<file path="src/rtl/serial_frame_rx_pkg.sv">
// Shared definitions for the serial frame link: receiver FSM states and parity modes.
// Reused by the matching transmitter.
package serial_frame_rx_pkg;

    typedef enum logic [2:0] {
        S_IDLE   = 3'd0,
        S_START  = 3'd1,
        S_DATA   = 3'd2,
        S_PARITY = 3'd3,
        S_STOP   = 3'd4,
        S_BREAK  = 3'd5
    } rx_state_t;

    localparam int unsigned PAR_EVEN = 0;
    localparam int unsigned PAR_ODD  = 1;

    // sum is the XOR of all data bits and the parity bit
    function automatic logic parity_good(input logic sum, input int unsigned mode);
        return sum == ((mode == PAR_ODD) ? 1'b1 : 1'b0);
    endfunction

endpackage

</file>
<file path="src/rtl/serial_frame_rx_bit_sync.sv">
// Two-flop synchroniser for a single asynchronous input; idles high after reset.
module bit_sync (
    input  logic clk,
    input  logic rst,
    input  logic d,
    output logic q
);

    logic meta;

    always_ff @(posedge clk) begin
        if (!rst) begin
            meta <= 1'b1;
            q    <= 1'b1;
        end else begin
            meta <= d;
            q    <= meta;
        end
    end

endmodule

</file>
<file path="src/rtl/serial_frame_rx.sv">
// Asynchronous serial frame receiver (8N1/8E1 style) with mid-bit sampling, parity/stop
// checking and a one-entry valid/ready output buffer.
module serial_frame_rx
    import serial_frame_rx_pkg::*;
#(
    parameter int unsigned CLK_DIV    = 868,
    parameter int unsigned DATA_W     = 8,
    parameter int unsigned PARITY_EN  = 1,
    parameter int unsigned PARITY_ODD = PAR_EVEN
) (
    input  logic              clk,
    input  logic              rst,
    input  logic              rxd,
    output logic [DATA_W-1:0] out_data,
    output logic              out_valid,
    input  logic              out_ready,
    output logic              parity_err,
    output logic              frame_err,
    output logic              overrun_err,
    output logic              busy
);

    localparam int unsigned   TW     = $clog2(CLK_DIV);
    localparam int unsigned   CW     = $clog2(DATA_W + 1);
    localparam logic [TW-1:0] T_MID  = TW'(CLK_DIV / 2);
    localparam logic [TW-1:0] T_LAST = TW'(CLK_DIV - 1);
    localparam logic [CW-1:0] C_LAST = CW'(DATA_W - 1);

    rx_state_t         state, state_nx;
    logic              rxd_s;
    logic [TW-1:0]     timer;
    logic [CW-1:0]     bit_cnt;
    logic [DATA_W-1:0] shreg;
    logic              par_ok;
    logic              commit;
    logic              tick;
    logic              stop_ok;
    logic              stop_bad;

    bit_sync u_sync (
        .clk (clk),
        .rst (rst),
        .d   (rxd),
        .q   (rxd_s)
    );

    assign tick = (timer == T_MID);

    always_ff @(posedge clk) begin
        if (!rst) state <= S_IDLE;
        else      state <= state_nx;
    end

    always_comb begin
        state_nx = state;
        case (state)
            S_IDLE:   if (!rxd_s) state_nx = S_START;
            S_START:  if (tick) state_nx = rxd_s ? S_IDLE : S_DATA;
            S_DATA:   if (tick && bit_cnt == C_LAST)
                          state_nx = (PARITY_EN != 0) ? S_PARITY : S_STOP;
            S_PARITY: if (tick) state_nx = S_STOP;
            S_STOP:   if (tick) state_nx = rxd_s ? S_IDLE : S_BREAK;
            S_BREAK:  if (rxd_s) state_nx = S_IDLE;
            default:  state_nx = S_IDLE;
        endcase
    end

    always_comb begin
        busy     = (state != S_IDLE);
        stop_ok  = (state == S_STOP) && tick && rxd_s;
        stop_bad = (state == S_STOP) && tick && !rxd_s;
    end

    // Timer is never reloaded at the start mid-point: it started on the start edge, so
    // free-running from there lands every later T_MID in the middle of its bit.
    always_ff @(posedge clk) begin
        if (!rst) begin
            timer   <= '0;
            bit_cnt <= '0;
            shreg   <= '0;
            par_ok  <= 1'b1;
            commit  <= 1'b0;
        end else begin
            commit <= stop_ok;
            if (state == S_IDLE || state == S_BREAK || timer == T_LAST) timer <= '0;
            else                                                         timer <= timer + 1'b1;
            case (state)
                S_IDLE: begin
                    bit_cnt <= '0;
                    par_ok  <= 1'b1;
                end
                S_DATA: if (tick) begin
                    shreg   <= {rxd_s, shreg[DATA_W-1:1]};
                    bit_cnt <= bit_cnt + 1'b1;
                end
                S_PARITY: if (tick) par_ok <= parity_good(^shreg ^ rxd_s, PARITY_ODD);
                default: ;
            endcase
        end
    end

    // A commit in the same cycle as an accept refills the buffer rather than clearing it.
    always_ff @(posedge clk) begin
        if (!rst) begin
            out_data    <= '0;
            out_valid   <= 1'b0;
            parity_err  <= 1'b0;
            frame_err   <= 1'b0;
            overrun_err <= 1'b0;
        end else begin
            parity_err  <= 1'b0;
            overrun_err <= 1'b0;
            frame_err   <= stop_bad;
            if (out_valid && out_ready) out_valid <= 1'b0;
            if (commit) begin
                if (!par_ok) begin
                    parity_err <= 1'b1;
                end else if (!out_valid || out_ready) begin
                    out_data  <= shreg;
                    out_valid <= 1'b1;
                end else begin
                    overrun_err <= 1'b1;
                end
            end
        end
    end

endmodule

</file>
<file path="config.mk">
export PLATFORM = sky130hd
export DESIGN_NAME = serial_frame_rx
export DESIGN_NICKNAME = d
export VERILOG_FILES = /design/src/rtl/serial_frame_rx_pkg.sv /design/src/rtl/serial_frame_rx_bit_sync.sv /design/src/rtl/serial_frame_rx.sv
export SDC_FILE = /design/constraint.sdc
export NUM_CORES = 1
export LEC_CHECK = 0
export CAP_MARGIN = 20
export CORE_MARGIN = 2
export CORE_UTILIZATION = 47
export DETAILED_ROUTE_END_ITERATION = 8
export GPL_ROUTABILITY_DRIVEN = 1
export PLACE_DENSITY = 0.74
export SLEW_MARGIN = 15
export SYNTH_ARGS = -nofsm -noshare
export SYNTH_HDL_FRONTEND = slang
export SYNTH_SLANG_ARGS = --single-unit
</file>
<file path="constraint.sdc">
create_clock -name clk -period 1.9 [get_ports clk]
set_clock_uncertainty 0.05 [all_clocks]
set_input_delay 0.38 -clock clk [delete_from_list [all_inputs] [get_ports clk]]
set_output_delay 0.38 -clock clk [all_outputs]
set_load 0.02 [all_outputs]
</file>
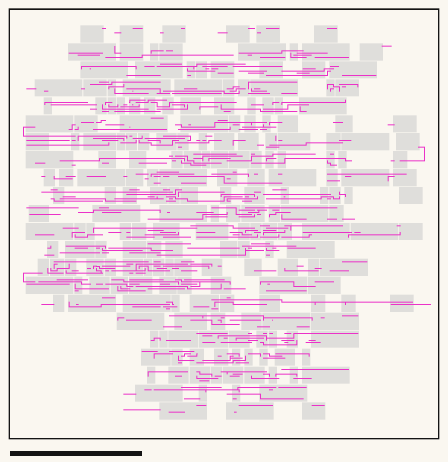
**Above:** run 1 (the metal 1 layer).
Scale bar: 20 um. Cells faint in the background.
- longest straight run: 19.8 um
- share of all routed wire: 52%
- nets with wire on the layer: 206
- wire length on this layer: 1,680 um
- main direction: horizontal
GR Layer Usage met1: 22.4%
total detailed-routing wirelength: 3.21 mm
vias after detailed routing: 1,376

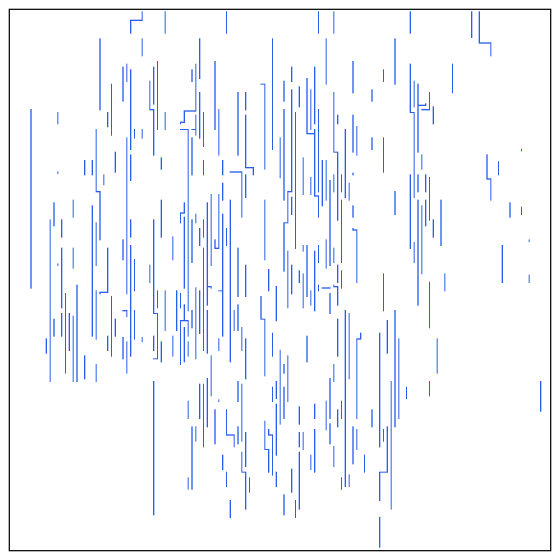
**Above:** run 1 (met2 routing).
- share of all routed wire: 43%
- longest straight run: 21.8 um
- nets with wire on the layer: 184
- wire length on this layer: 1,370 um
met2 Use GR: 25.8%

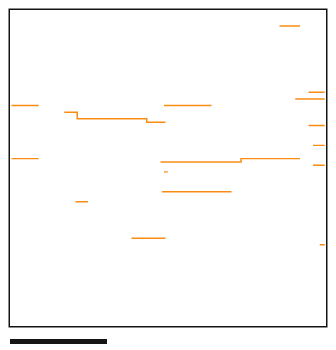
**Above:** run 1 (the metal 3 layer).
Scale bar: 20 um.
- longest straight run: 16.3 um
- nets with wire on the layer: 11
- share of all routed wire: 3.6%
- wire length on this layer: 115 um
- main direction: horizontal
M3 GR Usage: 5.73%

-- run 1: path summary, 6_finish.rpt --
kind | startpoint | to
max | state[2]$_SDFFE_PN0P_ | busy
min | u_sync.meta$_SDFF_PN1_ | u_sync.q$_SDFF_PN1_
max reg2reg | state[2]$_SDFFE_PN0P_ | bit_cnt[3]$_SDFFE_PN0P_
min reg2reg | u_sync.meta$_SDFF_PN1_ | u_sync.q$_SDFF_PN1_
-- run 1: final cells by class --
type | count | area [um2]
clock inverters | 3 | 17.5
inverters | 4 | 15.0
fillers | 334 | 1520
multi-input cells | 138 | 858
clock buffers | 5 | 68.8
flip-flops and latches | 41 | 821
repair buffers | 27 | 241
well taps | 48 | 60.1
==> flow_metrics.py, run 1 <==
# Physical implementation metrics
metrics = {
    "synth": {
        "netlist_logic_family_top": "simple AND/OR/NAND/NOR gates",
        "synth.area.top_cells": "sky130_fd_sc_hd__dfxtp_1, sky130_fd_sc_hd__mux2i_1, sky130_fd_sc_hd__nand3_1, sky130_fd_sc_hd__nor2_1, sky130_fd_sc_hd__xnor2_1",
        "ys_chip_area_mm2": 0.00174,
        "post_synth_instance_area_mm2": 0.00174,
        "enable_flop_cells": 0,
        "post_synth_num_cell_types": 36,
    },
    "pwr": {
        "seq_power_share_pct": 59.1,
        "largestPowerGroup": "registers",
        "power-per-cell-area_mw_per_mm2": 704,
        "power_switching_share_pct": 22.5,
    },
    "run": {
        "max_cap_violations": 0,
    },
    "timing": {
        "timing_worst_slew_pin_value_ns": 0.372,
        "slew-limit-headroom_pct": 75.1,
        "fin_hold_ws_ns": 0.369,
    },
    "hold_path": {
        "hold_depth": 1,
    },
    "placed_design": {
        "place_worst_setup_slack_ns": 0.127,
    },
    "routing": {
        "wl_met2_mm": 1.37,
        "drt-met1-wl_mm": 1.68,
    },
    "layout": {
        "antenna_cells": 0,
    },
    "cts": {
        "post_cts_resize_count": 1,
        "cts-htree-levels": 2,
    },
    "critical_path": {
        "worst_setup_start_kind": "register",
    },
    "run_status": {
        "status": "finished, final reports clean",
    },
    "global_route": {
        "grt.total_usage_pct": 17.0,
    },
}
**Run 1: sizing map**

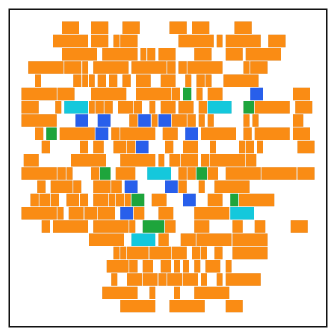

==> run 2: changes to the inputs <==
Settings changed: PLACE_DENSITY 0.74 to 0.76, SKIP_CTS_REPAIR_TIMING set to 1.
Clock period 1.9 ns to 1.6 ns, I/O delays scaled along.
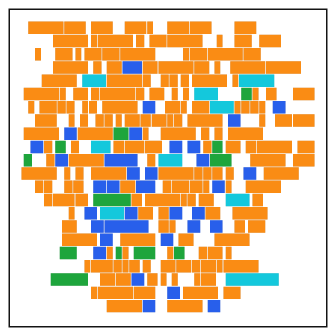
**Above:** run 2 (sizing map).
- x3 and x4: blue (cells 34)
- x2: green (cells 12)
- x1 and smaller: orange (cells 183)
- x6 and larger: cyan (cells 9)
layout-stage area growth over the synthesis result: 35.6%
fin area: 0.00236 mm2

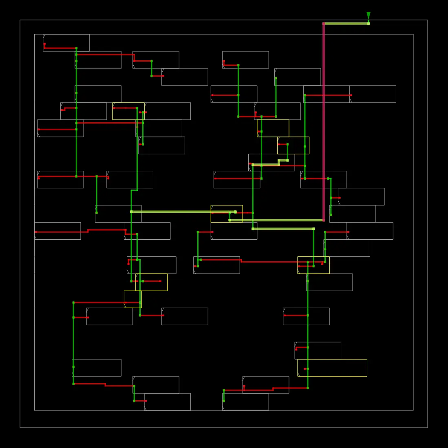
**Above:** run 2 (clock nets).
number of flip-flops and latches: 41
CLK BUF: 6

==> run 2 against run 1 <==
The flow now finishes with violations (setup timing). First-iteration DRC count decreased by 2.4%. Synthesized area unchanged. Clock power grew 57%. Die area stayed put. Routed wire length up 10%. Via count grew 7.0%. Critical path type is now register to register. Largest cell class unchanged.
==> flow_metrics.py, run 2 <==
# Physical implementation metrics
metrics = {
    "critical_path": {
        "cp_capture_point": "state[0]$_SDFFE_PN0P_",
        "worst_setup_start_kind": "register",
        "regToRegEndpoint": "state[0]$_SDFFE_PN0P_",
        "critical_path.reg2reg.startpoint": "timer[0]$_SDFF_PP0_",
        "critPathLaunch": "timer[0]$_SDFF_PP0_",
    },
    "cts": {
        "cts-htree-levels": 2,
    },
    "layout": {
        "fraction_of_layout_instances_using_a_drive_strength_above_1_pct": 23.1,
        "layout.cells.largest_class": "multi-input combinational cells",
        "antenna_cells": 0,
        "nonClockInverterCount": 4,
        "multiInputGateArea_um2": 908,
        "final-clk-cell-share_pct": 5.09,
        "num-nonclk-buffers": 47,
        "buffer_area_share_pct": 18.3,
        "sequential_cell_area_um2": 823,
    },
    "hold_path": {
        "timing.hold.worst.start": "u_sync.meta$_SDFF_PN1_",
        "hold_depth": 1,
    },
    "global_route": {
        "grt.total_usage_pct": 18.6,
        "groute.layer.met3.usage_pct": 6.08,
    },
    "pwr": {
        "seq_power_share_pct": 52.4,
        "power-per-cell-area_mw_per_mm2": 831,
    },
    "synth": {
        "ys_chip_area_mm2": 0.00174,
        "enable_flop_cells": 0,
    },
    "timing": {
        "fin_hold_ws_ns": 0.366,
        "slew-limit-headroom_pct": 77.6,
        "timing_worst_slew_pin_value_ns": 0.337,
        "final-setup-viol-count": 2,
        "finalWorstSetupSlack_ns": -0.0421,
    },
    "floorplan": {
        "tap-cell-count": 48,
    },
    "placed_design": {
        "place_worst_setup_slack_ns": -0.0785,
        "postPlaceCellArea_mm2": 0.00217,
    },
    "routing": {
        "wl_met2_mm": 1.65,
        "drt-met1-wl_mm": 1.72,
    },
    "run_status": {
        "failing_checks": "setup timing",
        "status": "finished with violations",
    },
}
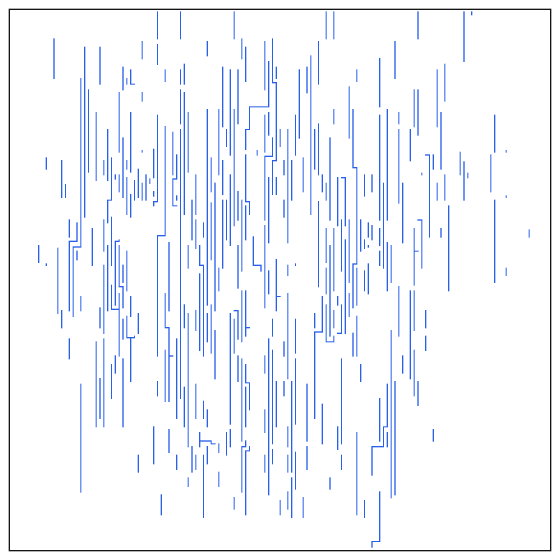
**Above:** run 2 (met2 routing).
- wire length on this layer: 1,650 um
- share of all routed wire: 47%
- main direction: vertical
total detailed-routing wirelength: 3.54 mm
vias after detailed routing: 1,472
met2 Use GR: 28.6%

[run 2: cell counts after synthesis]
Identical to the previous run, type by type.
[run 2: worst max-delay path, stage by stage (launching register included)]
cell and delay, ns:
sky130_fd_sc_hd__dfxtp_2 0.33, sky130_fd_sc_hd__inv_2 0.06, sky130_fd_sc_hd__ha_4 0.11, sky130_fd_sc_hd__and4bb_2 0.23, sky130_fd_sc_hd__and3_4 0.25, sky130_fd_sc_hd__nand2_4 0.06
sky130_fd_sc_hd__a2111o_1 0.38, sky130_fd_sc_hd__a21oi_2 0.13
[run 2: power by group through the flow]
stage               registers, uW  clock network [uW]  logic, uW
floorplan                    1050                   0       32.5
global placement             1050                   0       63.4
detailed placement           1050                   0       64.1
CTS                          1030                 880       64.9
global route                 1030                 923       72.5
finish                       1030                 866       66.2
Power figures rest on the tool's default switching activity, not on a simulated workload.
